==> run_1/wires.png <==
Two of the layers only.
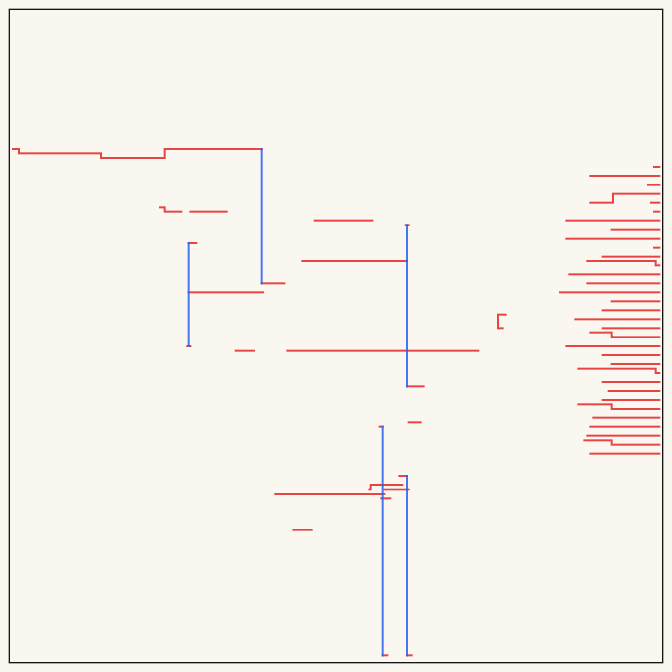
==> run_1/io_placement.png <==
Pins as bars across the die edge, other pins in gray.
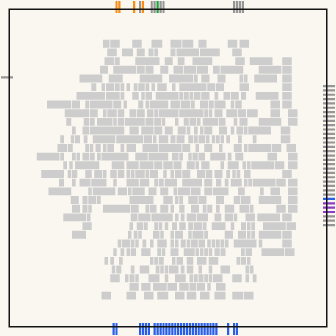
==> run_1/congestion.png <==
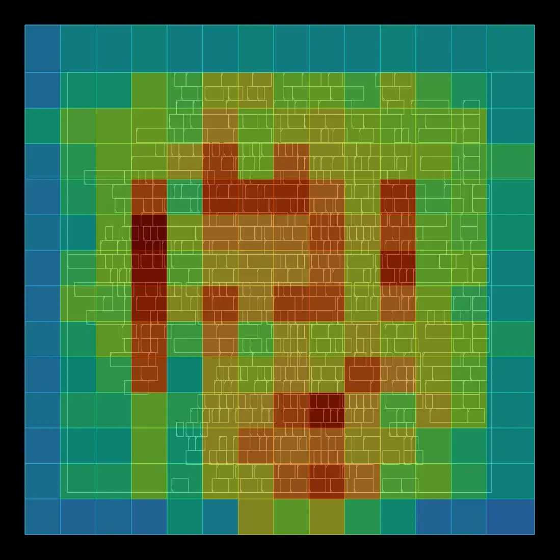
File: src/rtl/tsv_test_ctrl_pkg.sv
// ---------------------------------------------------------------------------
// tst_pkg -- shared types and constants for the TSV layer self-test controller.
//   state_t     : controller states
//   *_DEF       : default TIMEOUT / SYNC_WORD / DONE_WORD parameter values
//   make_token  : builds a {13'b0, chip_id, word} bus token
// ---------------------------------------------------------------------------
package tst_pkg;

   localparam int DATA_W  = 32;
   localparam int STEP_W  = 4;
   localparam int TIMER_W = 8;
   localparam int ERR_W   = 4;
   localparam int ID_W    = 3;

   localparam int          TIMEOUT_DEF   = 16;
   localparam logic [15:0] SYNC_WORD_DEF = 16'hBEAF;
   localparam logic [15:0] DONE_WORD_DEF = 16'hDEAD;

   typedef enum logic [2:0] {
      ST_IDLE,
      ST_RX_SYNC,
      ST_TX_PAT,
      ST_WAIT_ECHO,
      ST_TX_SYNC,
      ST_RX_DONE,
      ST_STANDBY
   } state_t;

   function automatic logic [DATA_W-1:0] make_token(input logic [ID_W-1:0] id,
                                                    input logic [15:0]     word);
      return {13'b0, id, word};
   endfunction

endpackage

File: src/rtl/tsv_test_ctrl_if.sv
// ---------------------------------------------------------------------------
// tsv_test_ctrl_if -- control/status and inter-layer bus of the self-test
// controller.
//   start, f_layer, l_layer, data_in        : driven by the environment
//   data_out, chip_id, busy, done, pass,
//   err_cnt                                  : driven by the controller
// Modports: master = environment side, slave = controller side.
// ---------------------------------------------------------------------------
interface tsv_test_ctrl_if;
   import tst_pkg::*;

   logic              start;
   logic              f_layer;
   logic              l_layer;
   logic [DATA_W-1:0] data_in;
   logic [DATA_W-1:0] data_out;
   logic [ID_W-1:0]   chip_id;
   logic              busy;
   logic              done;
   logic              pass;
   logic [ERR_W-1:0]  err_cnt;

   modport master (
      output start, f_layer, l_layer, data_in,
      input  data_out, chip_id, busy, done, pass, err_cnt
   );

   modport slave (
      input  start, f_layer, l_layer, data_in,
      output data_out, chip_id, busy, done, pass, err_cnt
   );

endinterface

File: src/rtl/tsv_test_ctrl_pat_gen.sv
// ---------------------------------------------------------------------------
// tst_pat_gen -- combinational test-pattern generator.
//   step    in  4   current step k (1..15)
//   pattern out 32  k replicated into every nibble
//   echo    out 32  expected reply: upper half kept, lower half inverted
// Since k is never 0 the upper half of echo is never 0, so an idle bus can
// never be mistaken for an echo.
// ---------------------------------------------------------------------------
module tst_pat_gen
   import tst_pkg::*;
(
   input  logic [STEP_W-1:0] step,
   output logic [DATA_W-1:0] pattern,
   output logic [DATA_W-1:0] echo
);

   genvar gi;
   generate
      for (gi = 0; gi < DATA_W / STEP_W; gi++) begin : g_nibble
         assign pattern[gi*STEP_W +: STEP_W] = step;
      end
   endgenerate

   assign echo = {pattern[DATA_W-1:DATA_W/2], ~pattern[DATA_W/2-1:0]};

endmodule

File: src/rtl/tsv_test_ctrl.sv
// ---------------------------------------------------------------------------
// tsv_test_ctrl -- per-layer TSV self-test controller.
// The bottom layer starts numbering at 0; upper layers take their id from the
// sync token of the layer below. Each layer sends 15 patterns and waits for
// their echoes, counting steps that time out. Non-top layers then pass a sync
// token upward and wait for the done token coming back down.
//   clk   in   sole clock, rising edge
//   rst   in   synchronous active-high reset
//   bus   slave modport of tsv_test_ctrl_if (start, layer flags, data bus,
//         chip_id, busy/done/pass status, err_cnt)
// ---------------------------------------------------------------------------
module tsv_test_ctrl
   import tst_pkg::*;
#(
   parameter int          TIMEOUT   = TIMEOUT_DEF,
   parameter logic [15:0] SYNC_WORD = SYNC_WORD_DEF,
   parameter logic [15:0] DONE_WORD = DONE_WORD_DEF
)(
   input  logic           clk,
   input  logic           rst,
   tsv_test_ctrl_if.slave bus
);

   state_t             state_reg,    state_next;
   logic [STEP_W-1:0]  step_reg,     step_next;
   logic [TIMER_W-1:0] timer_reg,    timer_next;
   logic [ID_W-1:0]    chip_id_reg,  chip_id_next;
   logic [ERR_W-1:0]   err_reg,      err_next;
   logic [DATA_W-1:0]  data_out_reg, data_out_next;

   logic [DATA_W-1:0]  pattern;
   logic [DATA_W-1:0]  echo;
   logic               match;
   logic               expired;

   tst_pat_gen u_pat_gen (
      .step    (step_reg),
      .pattern (pattern),
      .echo    (echo)
   );

   assign match   = (bus.data_in == echo);
   assign expired = (timer_reg == TIMER_W'(TIMEOUT - 1));

   always_ff @(posedge clk) begin
      if (rst) begin
         state_reg    <= ST_IDLE;
         step_reg     <= STEP_W'(1);
         timer_reg    <= '0;
         chip_id_reg  <= '0;
         err_reg      <= '0;
         data_out_reg <= '0;
      end else begin
         state_reg    <= state_next;
         step_reg     <= step_next;
         timer_reg    <= timer_next;
         chip_id_reg  <= chip_id_next;
         err_reg      <= err_next;
         data_out_reg <= data_out_next;
      end
   end

   // data_out is registered: the value chosen here appears during the
   // cycle after the current state, so the done token is loaded on the
   // transition into STANDBY and shows on its first cycle.
   always_comb begin
      state_next    = state_reg;
      step_next     = step_reg;
      timer_next    = timer_reg;
      chip_id_next  = chip_id_reg;
      err_next      = err_reg;
      data_out_next = '0;

      case (state_reg)
         ST_IDLE, ST_STANDBY: begin
            if (bus.start) begin
               err_next = '0;
               if (bus.f_layer) begin
                  chip_id_next = '0;
                  step_next    = STEP_W'(1);
                  state_next   = ST_TX_PAT;
               end else begin
                  state_next   = ST_RX_SYNC;
               end
            end
         end

         ST_RX_SYNC: begin
            if (bus.data_in[15:0] == SYNC_WORD) begin
               chip_id_next = bus.data_in[18:16] + 3'd1;   // 7 wraps to 0
               step_next    = STEP_W'(1);
               state_next   = ST_TX_PAT;
            end
         end

         ST_TX_PAT: begin
            data_out_next = pattern;
            timer_next    = '0;
            state_next    = ST_WAIT_ECHO;
         end

         ST_WAIT_ECHO: begin
            timer_next = timer_reg + TIMER_W'(1);
            if (match || expired) begin
               if (!match && (err_reg != '1))
                  err_next = err_reg + ERR_W'(1);
               if (step_reg != '1) begin
                  step_next  = step_reg + STEP_W'(1);
                  state_next = ST_TX_PAT;
               end else if (bus.l_layer) begin
                  data_out_next = make_token(chip_id_reg, DONE_WORD);
                  state_next    = ST_STANDBY;
               end else begin
                  state_next    = ST_TX_SYNC;
               end
            end
         end

         ST_TX_SYNC: begin
            data_out_next = make_token(chip_id_reg, SYNC_WORD);
            state_next    = ST_RX_DONE;
         end

         ST_RX_DONE: begin
            if (bus.data_in[15:0] == DONE_WORD) begin
               data_out_next = make_token(chip_id_reg, DONE_WORD);
               state_next    = ST_STANDBY;
            end
         end

         default: state_next = ST_IDLE;
      endcase
   end

   assign bus.data_out = data_out_reg;
   assign bus.chip_id  = chip_id_reg;
   assign bus.err_cnt  = err_reg;
   assign bus.busy     = (state_reg != ST_IDLE) && (state_reg != ST_STANDBY);
   assign bus.done     = (state_reg == ST_STANDBY);
   assign bus.pass     = (state_reg == ST_STANDBY) && (err_reg == '0);

endmodule
File: src/flat_wrapper.sv
// flat-port wrapper written by rule: the top's interface ports become plain ports
module tsv_test_ctrl_flat import tst_pkg::*;
#(
   parameter int          TIMEOUT   = TIMEOUT_DEF,
   parameter logic [15:0] SYNC_WORD = SYNC_WORD_DEF,
   parameter logic [15:0] DONE_WORD = DONE_WORD_DEF
)
  (clk, rst, bus_start, bus_f_layer, bus_l_layer, bus_data_in, bus_data_out, bus_chip_id, bus_busy, bus_done, bus_pass, bus_err_cnt);
  tsv_test_ctrl_if bus_i ();
  input  logic clk;
  input  logic rst;
  input wire logic [$bits(bus_i.start)-1:0] bus_start;
  input wire logic [$bits(bus_i.f_layer)-1:0] bus_f_layer;
  input wire logic [$bits(bus_i.l_layer)-1:0] bus_l_layer;
  input wire logic [$bits(bus_i.data_in)-1:0] bus_data_in;
  output wire logic [$bits(bus_i.data_out)-1:0] bus_data_out;
  output wire logic [$bits(bus_i.chip_id)-1:0] bus_chip_id;
  output wire logic [$bits(bus_i.busy)-1:0] bus_busy;
  output wire logic [$bits(bus_i.done)-1:0] bus_done;
  output wire logic [$bits(bus_i.pass)-1:0] bus_pass;
  output wire logic [$bits(bus_i.err_cnt)-1:0] bus_err_cnt;
  assign bus_i.start = bus_start;
  assign bus_i.f_layer = bus_f_layer;
  assign bus_i.l_layer = bus_l_layer;
  assign bus_i.data_in = bus_data_in;
  assign bus_data_out = bus_i.data_out;
  assign bus_chip_id = bus_i.chip_id;
  assign bus_busy = bus_i.busy;
  assign bus_done = bus_i.done;
  assign bus_pass = bus_i.pass;
  assign bus_err_cnt = bus_i.err_cnt;
  tsv_test_ctrl #(.TIMEOUT(TIMEOUT), .SYNC_WORD(SYNC_WORD), .DONE_WORD(DONE_WORD)) u_core (.clk(clk), .rst(rst), .bus(bus_i));
endmodule
File: config.mk
export PLATFORM = sky130hd
export DESIGN_NAME = tsv_test_ctrl_flat
export DESIGN_NICKNAME = d
export VERILOG_FILES = /design/src/rtl/tsv_test_ctrl_pkg.sv /design/src/rtl/tsv_test_ctrl_if.sv /design/src/rtl/tsv_test_ctrl_pat_gen.sv /design/src/rtl/tsv_test_ctrl.sv /design/src/flat_wrapper.sv
export SDC_FILE = /design/constraint.sdc
export NUM_CORES = 1
export LEC_CHECK = 0
export ABC_AREA = 1
export CORE_MARGIN = 8
export CORE_UTILIZATION = 35
export DETAILED_ROUTE_END_ITERATION = 8
export GPL_ROUTABILITY_DRIVEN = 0
export PLACE_DENSITY = 0.66
export SLEW_MARGIN = 20
export SYNTH_ARGS = -nofsm -noshare
export SYNTH_HDL_FRONTEND = slang
export SYNTH_SLANG_ARGS = --single-unit
File: constraint.sdc
create_clock -name clk -period 1.5 [get_ports clk]
set_input_delay 0.3 -clock clk [delete_from_list [all_inputs] [get_ports clk]]
set_output_delay 0.3 -clock clk [all_outputs]
set_load 0.02 [all_outputs]
==> metrics.yaml, run 1 <==
inv_count: 61
crit_family: "simple AND/OR/NAND/NOR gates"
yosys-top-cells-area: "dfxtp_1, nand2_1, nor2_1"
overflow: 0
required_ps: 1680
layoutNonFillerInstCount: 574
cpPeakStageDelay_ps: 260
end_kind: "flop"
crit_type: "in2reg"
finalCritPeriodShare: 1.11
tool_warnings: 29
sh_comb_area: 0.394
pwr-share-clk: 0.140
clock_latency_ps: 290
maxCapViolCount: 0
holdPathStages: 2
setup_viol_count_final: 15
ff_type: "dfxtp_1"
drc_errors: 0
top_cells_by_count: "nand2_1, nor2_1, inv_1"
path_max_fanout: 5
flop_area_sq_um: 722
dr_wl_met2_um: 3770
async_flop_share: 0
num_antenna_cells: 1
ctsHoldBuffers: 0
totalPowerFinal_mw: 6.33
postRouteAntennaNets: 0
clk_share: 0.0301
initialDrtViolationCount: 135
dpl_cell_area_sq_um: 3500
nClkBuffers: 6
grtUsageMet2: 0.271
worst_slack_ps: -162
worst-path-stages: 13
fin_hold_ws_ps: 470
hold_violations: 0
die_area_sq_um: 9790
reg2reg_from: "u_core.step_reg[0]"
buffers_excl_clock: 138
hold_start: "u_core.timer_reg[4]"
swShare: 0.443
grt_pass1_vias: 2599
min_path_type: "reg2reg"
lay_top_cells: "nand2_1, dlygate4sd2_1, buf_4"
met1_usage: 0.153
top_cell: "nand2_1"
vias: 2674
maxPowerGroup: "combinational cells"
grt_max_degree: 14
power_sequential_mw: 1.37
dr.pass1.iters: 4
violations: "setup timing"
largest_reg_flops: 13
area_growth_pct: 62.3
slew_viol_final: 0
final_area_sq_um: 3910
holdPathEnd: "u_core.timer_reg[4]"
worstPathArrival_ps: 1840
ys_warn_count: 0
yosysTopAreaCell: "dfxtp_1"
crit_path_end: "u_core.step_reg[1]"
io_pins: 79
lay_top_count: "nand2_1"
clk_pin_slew_ps: 70
power_switching_mw: 2.81
fmax_mhz: 602
worstRegToRegCells: 13
ys_area_sq_um: 2410
syn_nets: 414
seq_share: 0.185
flops: 35
core_area_sq_um: 6720
via_per_inst: 4.66
place_inst: 556
cts-buffers-inserted: 5
critPathBufInv: 2
htreeDepth: 2
top_usage_layer: "met2"
postCtsSetupRepairBufs: 5
hpwlAfterDp_um: 5630
ys_cells: 372
worst_pin_slew_ps: 314
highest_layer: "met4"
dp_slack_ps: -512
num_rows: 30
edf_count: 0
p_comb_mw: 4.08
power.share.sequential: 0.217
buf_share: 0.298
drive_gt1_frac: 0.347
initCoreUtil: 0.358
ys_types: 37
routedLengthMet1_um: 2830
synth.top_cell.area_share: 0.291
wl_met3_um: 470
slowest_stage: "clkdlybuf4s15_1"
path_cells: "clkdlybuf4s15_1, nor2_1, nand3_2, nor2_1, nand3_1, nand2_2, nand2_8, nor3_4, nand2_4, inv_8, nand2_4, nand2_2, nor2_2"
status: "finished with violations"
logic_area_sq_um: 1540
r2r-end: "u_core.step_reg[1]"
syn_avg_cell_area_sq_um: 6.47
rsz0062_at_grt: "yes"
cts_max_path_buffers: 2
final_nets: 534
cts_resized: 120
combPwrFrac: 0.644
p_leak_nw: 2.01
maxSlewHeadroom: 0.790
max-vdd-ir-drop_mv: 0.701
biggestCellCategory: "multi-input combinational cells"
power_density_nw_per_um2: 1620
internal_power_mw: 3.52
fill_cells: 643
logic_gates: 251
About wires.png:
color	layer	wire length
blue	metal 4	122 um
red	metal 3	470 um
Total Wirelength: 7190 um
global-route usage over all layers: 0.145

About io_placement.png:
color	port	pins	direction	edge
blue	bus_data_in	32	input	31 bottom, 1 right
orange	bus_err_cnt	4	output	top
green	bus_done	1	output	top
purple	bus_chip_id	3	output	right
die width: 99.0 um
Die Ht: 99.0 um
I/O Buffers: 78

About congestion.png:
GR met3 Demand/Resource: 0.0395
drt wl/cell: 12.5 um
final core occ: 0.582

run 1: cells by family (layout without fill, tap and decap cells):
group,count (synthesis),after routing,share of synthesized area
buffers and inverters,86,207,0.175
XOR/XNOR,4,4,0.0145
AND-OR/OR-AND,35,35,0.0821
AND/OR/NAND/NOR,207,207,0.411
other,0,1,0
adder cells (fa/ha/maj),5,5,0.0260
flip-flops,35,35,0.291
run 1: worst reg2reg max path: stages, from the launching register on:
cell and delay (ps):
dfxtp_4 410, inv_6 60, o21bai_4 90, nand2_1 60
nor2_1 90, nand2_1 70, nor2_2 120, nand2_2 120
nand3_4 160, nand2_4 120, inv_8 100, nand2_4 40
nand2_2 50, nor2_2 30
==> run_1/layer_met3.png <==
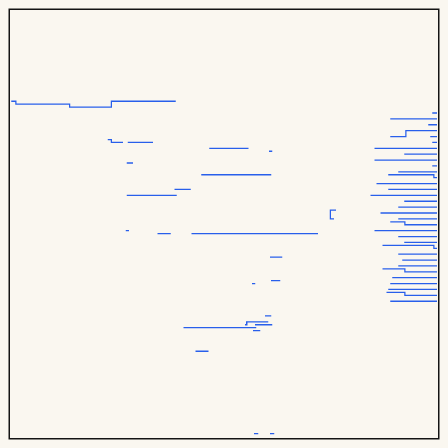

## Run 2: what changed since run 1
CTS_BUF_LIST = sky130_fd_sc_hd__clkbuf_4   (was not set)
PLACE_DENSITY = 0.61   (was 0.66)
clock period = 1.64 ns   (was 1.5 ns; I/O delays follow)
==> run_2/layer_met3.png <==
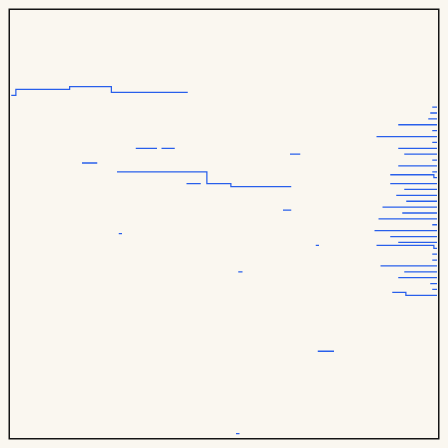
longest straight run	20.7 um
share of all routed wire	4.8%
wire length on this layer	332 um

==> run_2/congestion.png <==
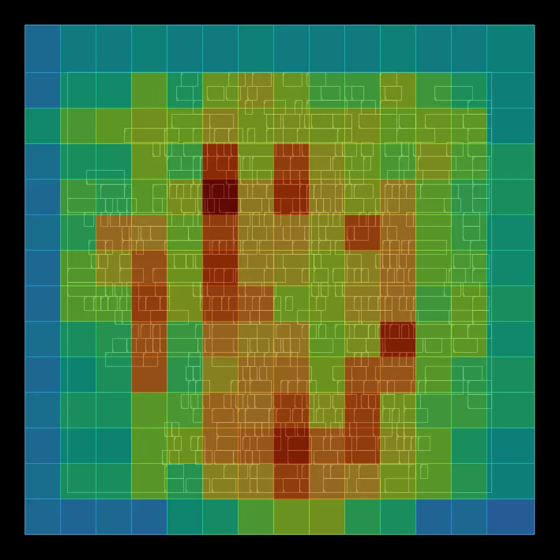
drt wl/cell: 12.7 um
GR met3 Demand/Resource: 0.0345
GR Util met2: 0.251

==> run 2 against run 1 <==
Net effect:
- the run now ends clean
- clock power is about 30% lower
- die area stayed put
- hold slack worse by 13 ps
- sequential cell count stayed put
- utilization is 5.0 points lower
- combinational power is 26% lower
- final cell count is 4.9% lower
- setup slack better by 180 ps
- area after synthesis stayed put
- routed wire length is 3.5% lower
- count of clock-buffer cells in the layout is 1 lower
- largest power group unchanged
- global-route usage is 0.78 points lower
==> metrics.yaml, run 2 <==
routedLengthMet1_um: 2930
cts-buffers-inserted: 5
via_per_inst: 4.67
drc_errors: 0
wl_um: 6940
maxSlewHeadroom: 0.734
num_rows: 30
syn_nets: 414
fin_hold_ws_ps: 457
lay_top_count: "nand2_1"
slowest_stage: "clkdlybuf4s50_1"
die_area_sq_um: 9790
path_cells: "clkdlybuf4s50_1, nand3b_1, nand2_1, nand2_1, inv_1, nand2_1, nor2_2, nand2_2, nand3_4, nand2_4, nor2_4, nand2_2, nand2_1, nor2_1"
dpl_cell_area_sq_um: 3350
reg2reg_from: "u_core.step_reg[2]"
clk_pin_slew_ps: 120
area_growth_pct: 48.4
largest_reg_flops: 13
ys_area_sq_um: 2410
initialDrtViolationCount: 82
met1_usage: 0.151
initCoreUtil: 0.358
status: "finished, final reports clean"
worstRegToRegCells: 13
ys_types: 37
final_area_sq_um: 3570
fmax_mhz: 617
io_pins: 79
setup_viol_count_final: 0
worst_slack_ps: 18.2
cpPeakStageDelay_ps: 430
die_w_um: 99.0
max-vdd-ir-drop_mv: 0.875
syn_avg_cell_area_sq_um: 6.47
aoi_share: 0.0821
yosysTopAreaCell: "dfxtp_1"
ys_sh_simple: 0.411
crit_family: "simple AND/OR/NAND/NOR gates"
cts_max_path_buffers: 2
highest_layer: "met4"
fa_ha_area_frac: 0.0260
postRouteAntennaNets: 0
synth.mux.area_fraction: 0
top_cell: "nand2_1"
ys_top_logic_family: "simple AND/OR/NAND/NOR gates"
wl_met3_um: 332
top_usage_layer: "met2"
yosys-top-cells-area: "dfxtp_1, nand2_1, nor2_1"
holdPathStages: 5
required_ps: 1900
worst_pin_slew_ps: 398
totalPowerFinal_mw: 4.86
holdPathEnd: "u_core.bus.chip_id[2]"
path_max_fanout: 7
hpwlAfterDp_um: 5590
layoutNonFillerInstCount: 546
grt_pass1_vias: 2487
end_kind: "flop"
htreeDepth: 2
finalCritPeriodShare: 0.989
p_leak_nw: 2.05
ys_warn_count: 0
dp_slack_ps: -446
ys_cells: 372
==> run_2/io_placement.png <==
Pins as bars across the die edge, other pins in gray.
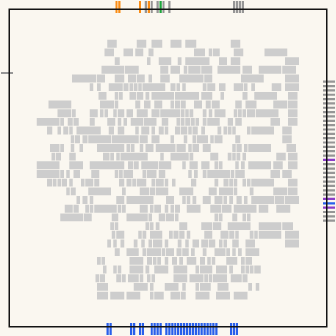
color	port	pins	direction	edge
green	bus_done	1	output	top
orange	bus_err_cnt	4	output	top
purple	bus_chip_id	3	output	right
blue	bus_data_in	32	input	31 bottom, 1 right
all pins by edge	33 right, 31 bottom, 14 top, 1 left

==> run 2: cell counts after synthesis <==
No cell type changed its count.
==> run 2: power by group <==
part | leakage (nW) | switching [mW] | internal (mW) | total [mW]
Combinational | 1.71 | 1.76 | 1.26 | 3.02
Sequential | 0.288 | 0.168 | 1.06 | 1.23
Clock | 0.0426 | 0.302 | 0.314 | 0.615
==> run 2: final cells by class <==
class | instances | area (sq um)
well taps | 80 | 100
repair buffers | 110 | 1050
fillers | 676 | 3150
multi-input cells | 251 | 1370
diodes | 1 | 2.50
inverters | 61 | 254
clock inverters | 3 | 38.8
clock buffers | 5 | 37.5
flip-flops and latches | 35 | 722
==> run_2/wires.png <==
Two of the layers only.
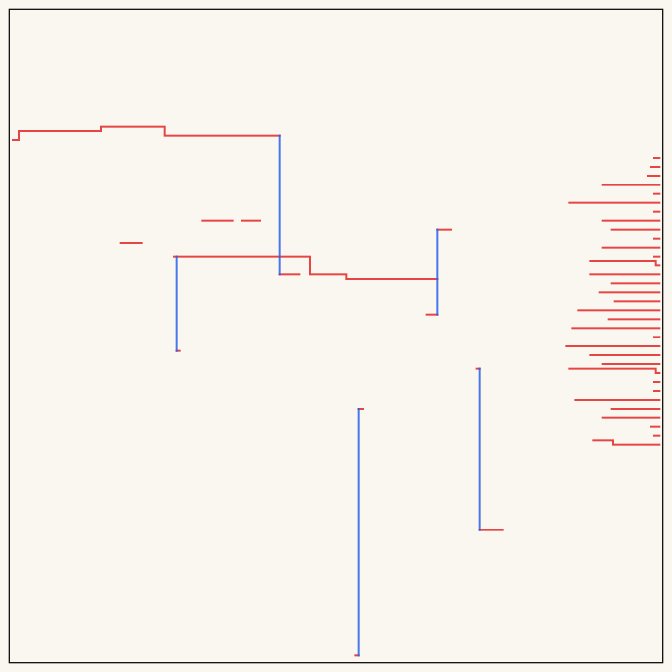

## Run 3: what changed since run 2
CORE_UTILIZATION = 48   (was 35)
CTS_CLUSTER_SIZE = 8   (was not set)
PLACE_DENSITY = 0.8   (was 0.61)
==> run_3/wires.png <==
Two of the layers only.
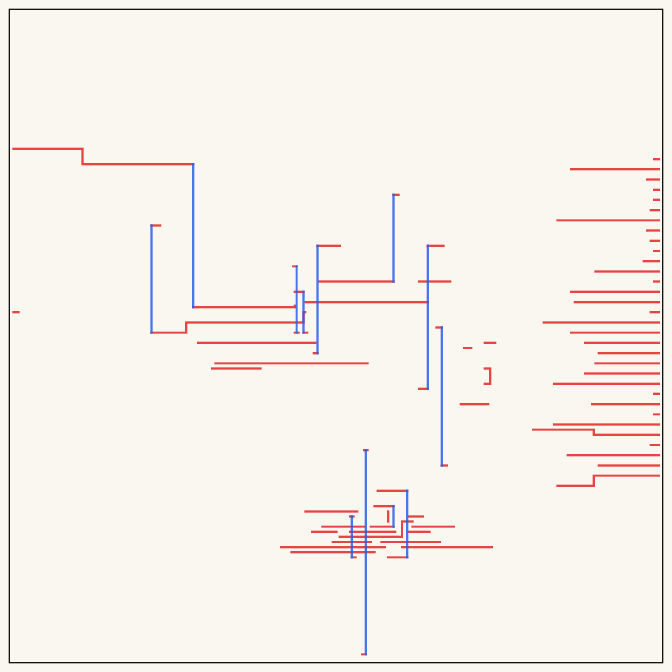
color	layer	wire length
blue	metal 4	155 um
red	metal 3	488 um

==> run_3/layer_met3.png <==
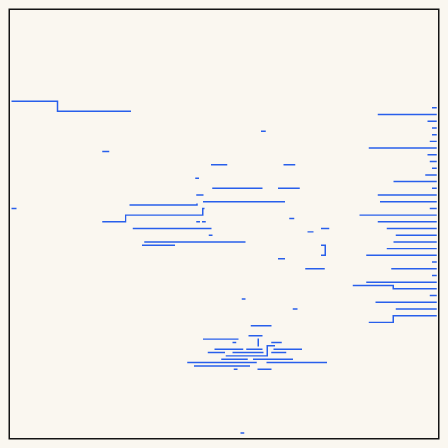
main direction	horizontal
wire length on this layer	488 um
Total Wirelength: 7280 um
vias: 2699
GR met3 Demand/Resource: 0.0425

==> run 3 against run 2 <==
Net effect:
- the run now ends with setup timing left
- die area fell by 23%
- global-route usage rose by 3.9 points
- first-iteration DRC count rose by 63%
- synthesized cell count did not move
- sequential share of layout area fell by 0.22 points
- sequential power barely moved
- count of clock-buffer cells in the layout rose by 1
- utilization rose by 22 points
- routed wire length rose by 4.9%
==> metrics.yaml, run 3 <==
status: "finished with violations"
violations: "setup timing"
cts-root-buf: "clkbuf_4"
slowest_stage: "clkdlybuf4s50_1"
initCoreUtil: 0.503
rsz0062_at_grt: "yes"
initialDrtViolationCount: 134
cts_max_path_buffers: 2
fill_cells: 361
fin_hold_ws_ps: 459
yosysTopAreaCell: "dfxtp_1"
layout_min_cycle_time_ps: 1660
power.share.sequential: 0.250
yosys-top-cells-area: "dfxtp_1, nand2_1, nor2_1"
ys_warn_count: 0
area_growth_pct: 49.2
crit_type: "in2reg"
edf_count: 0
power_switching_mw: 2.35
layoutNonFillerInstCount: 541
maxPowerGroup: "combinational cells"
flop_area_sq_um: 718
p_comb_mw: 3.30
holdPathEnd: "u_core.bus.chip_id[0]"
grt_pass1_wl_um: 10900
max-vdd-ir-drop_mv: 0.863
cts_sinks: 35
hold_start: "bus_data_in[16]"
drc_errors: 0
dr.pass1.iters: 4
ys_types: 37
worst_slack_ps: -19.1
via_per_inst: 4.99
worst-path-stages: 12
worstRegToRegCells: 8
lay_top_cells: "nand2_1, nor2_1, inv_1"
hpwlAfterDp_um: 5580
io_pins: 79
maxCapViolCount: 0
ys_area_sq_um: 2410
ys_cells: 372
crit_path_end: "u_core.step_reg[1]"
cts-buffers-inserted: 5
required_ps: 1880
top_cells_by_count: "nand2_1, nor2_1, inv_1"
hold_violations: 0
reg2reg_slack_ps: 0
clock_latency_ps: 340
start_kind: "input pin"
power_sequential_mw: 1.25
async_flop_share: 0
top_cell: "nand2_1"
power_density_nw_per_um2: 1390
path_max_fanout: 5
synth.top_cell.area_share: 0.291
tool_warnings: 28
cts_tree: "built"
swShare: 0.468
syn-cell-area_sq_um: 2410
min_path_type: "in2reg"
internal_power_mw: 2.66
core_area_sq_um: 4790
ctsHoldBuffers: 0
final_nets: 515
dpl_cell_area_sq_um: 3380
p_clk_uw: 454
num_rows: 25
htreeDepth: 2
largest_reg_flops: 13
cpPeakStageDelay_ps: 520
clk_pin_slew_ps: 100
slew_viol_final: 0
p_leak_nw: 1.96
num_antenna_cells: 0
worst_pin_slew_ps: 376
numPortBuffers: 78
totalPowerFinal_mw: 5.01
syn_nets: 414
die_w_um: 86.8
place_inst: 529
postRouteAntennaNets: 0
die_height_um: 86.8
holdPathStages: 5
reg2reg_from: "u_core.timer_reg[1]"
globalRouteTotalUtil: 0.177
logic_area_sq_um: 1400
maxSlewHeadroom: 0.749
final_area_sq_um: 3590
worstPathArrival_ps: 1900
fin_skew_ps: 6.03
finalCritPeriodShare: 1.01
combPwrFrac: 0.659
lay_top_count: "nand2_1"
syn_avg_cell_area_sq_um: 6.47
overflow: 0
r2r-end: "u_core.state_reg[0]"
critPathBufInv: 3
dp_slack_ps: -428
setup_viol_count_final: 2
fmax_mhz: 603
path_cells: "clkdlybuf4s50_1, inv_1, nor3_1, nand3_1, nand2_2, nand2_4, nor3_4, nand2_4, clkinv_4, nand2_1, nand2_1, nor2_2"
finalSetupTns_ps: -27.2
crit_family: "simple AND/OR/NAND/NOR gates"
pwr-share-clk: 0.091
antenna_found_initial: 0
ff_type: "dfxtp_1"
grt_pass1_vias: 2519
routedWlPerCell_um: 13.5
end_kind: "flop"
die_area_sq_um: 7540
grt_max_degree: 21
drive_gt1_frac: 0.257
==> run_3/congestion.png <==
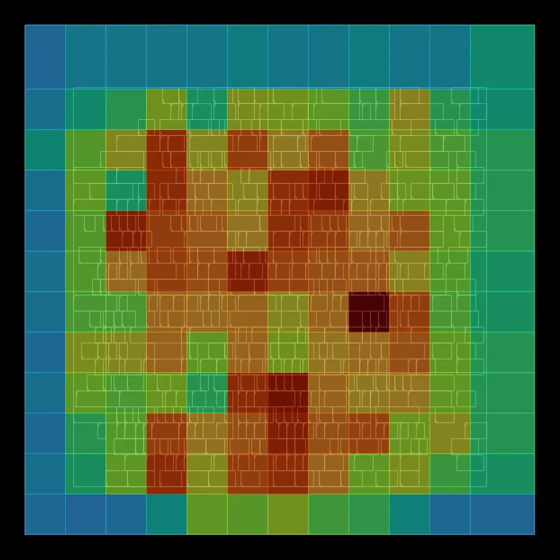
final core occ: 0.751
GRT met1 Usage: 0.183
GR Util met2: 0.337

run 3: cell type report:
class	instances	share of cell area
clock buffers	6	0.0125
clock inverters	2	0.00209
inverters	61	0.0700
multi-input cells	251	0.391
flip-flops and latches	35	0.200
well taps	67	0.0233
repair buffers	119	0.302
run 3: what timing repair did:
action,CTS,global route
endpoints found under the setup margin,45,34
hold endpoints to repair,0,0
pin swaps,8,25
gates resized,59,54
buffers inserted,0,4
run 3: metal layers:
metal,global-route usage,share of wire
met5,0,0
met4,0.0579,0.021
met3,0.0425,0.067
met2,0.337,0.52
met1,0.183,0.39
run 3: cell families after synthesis:
logic type                 count (synthesis)  synth area share
xor gates and xnor gates                   4            0.0145
DFF                                       35             0.291
AOI/OAI and AO/OA                         35            0.0821
buffers and inverters                     86             0.175
and+or+nand+nor                          207             0.411
adders and majority gates                  5            0.0260

==> notes/layouts.md <==
Pictures saved along the way, in no particular order.

Sequential cells grouped by signal name.
Other sequential cells in the stronger gray, the rest of the logic in the fainter gray.
(a)
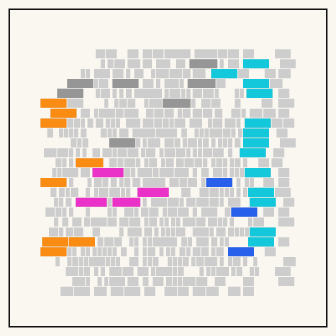
(b)
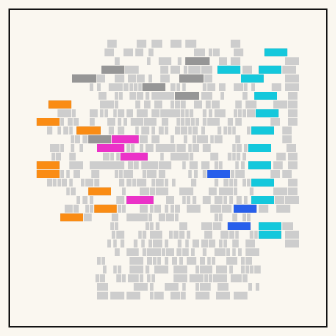
- (a) = run 3
- (b) = run 2

Power figures rest on the tool's default switching activity, not on a simulated workload.
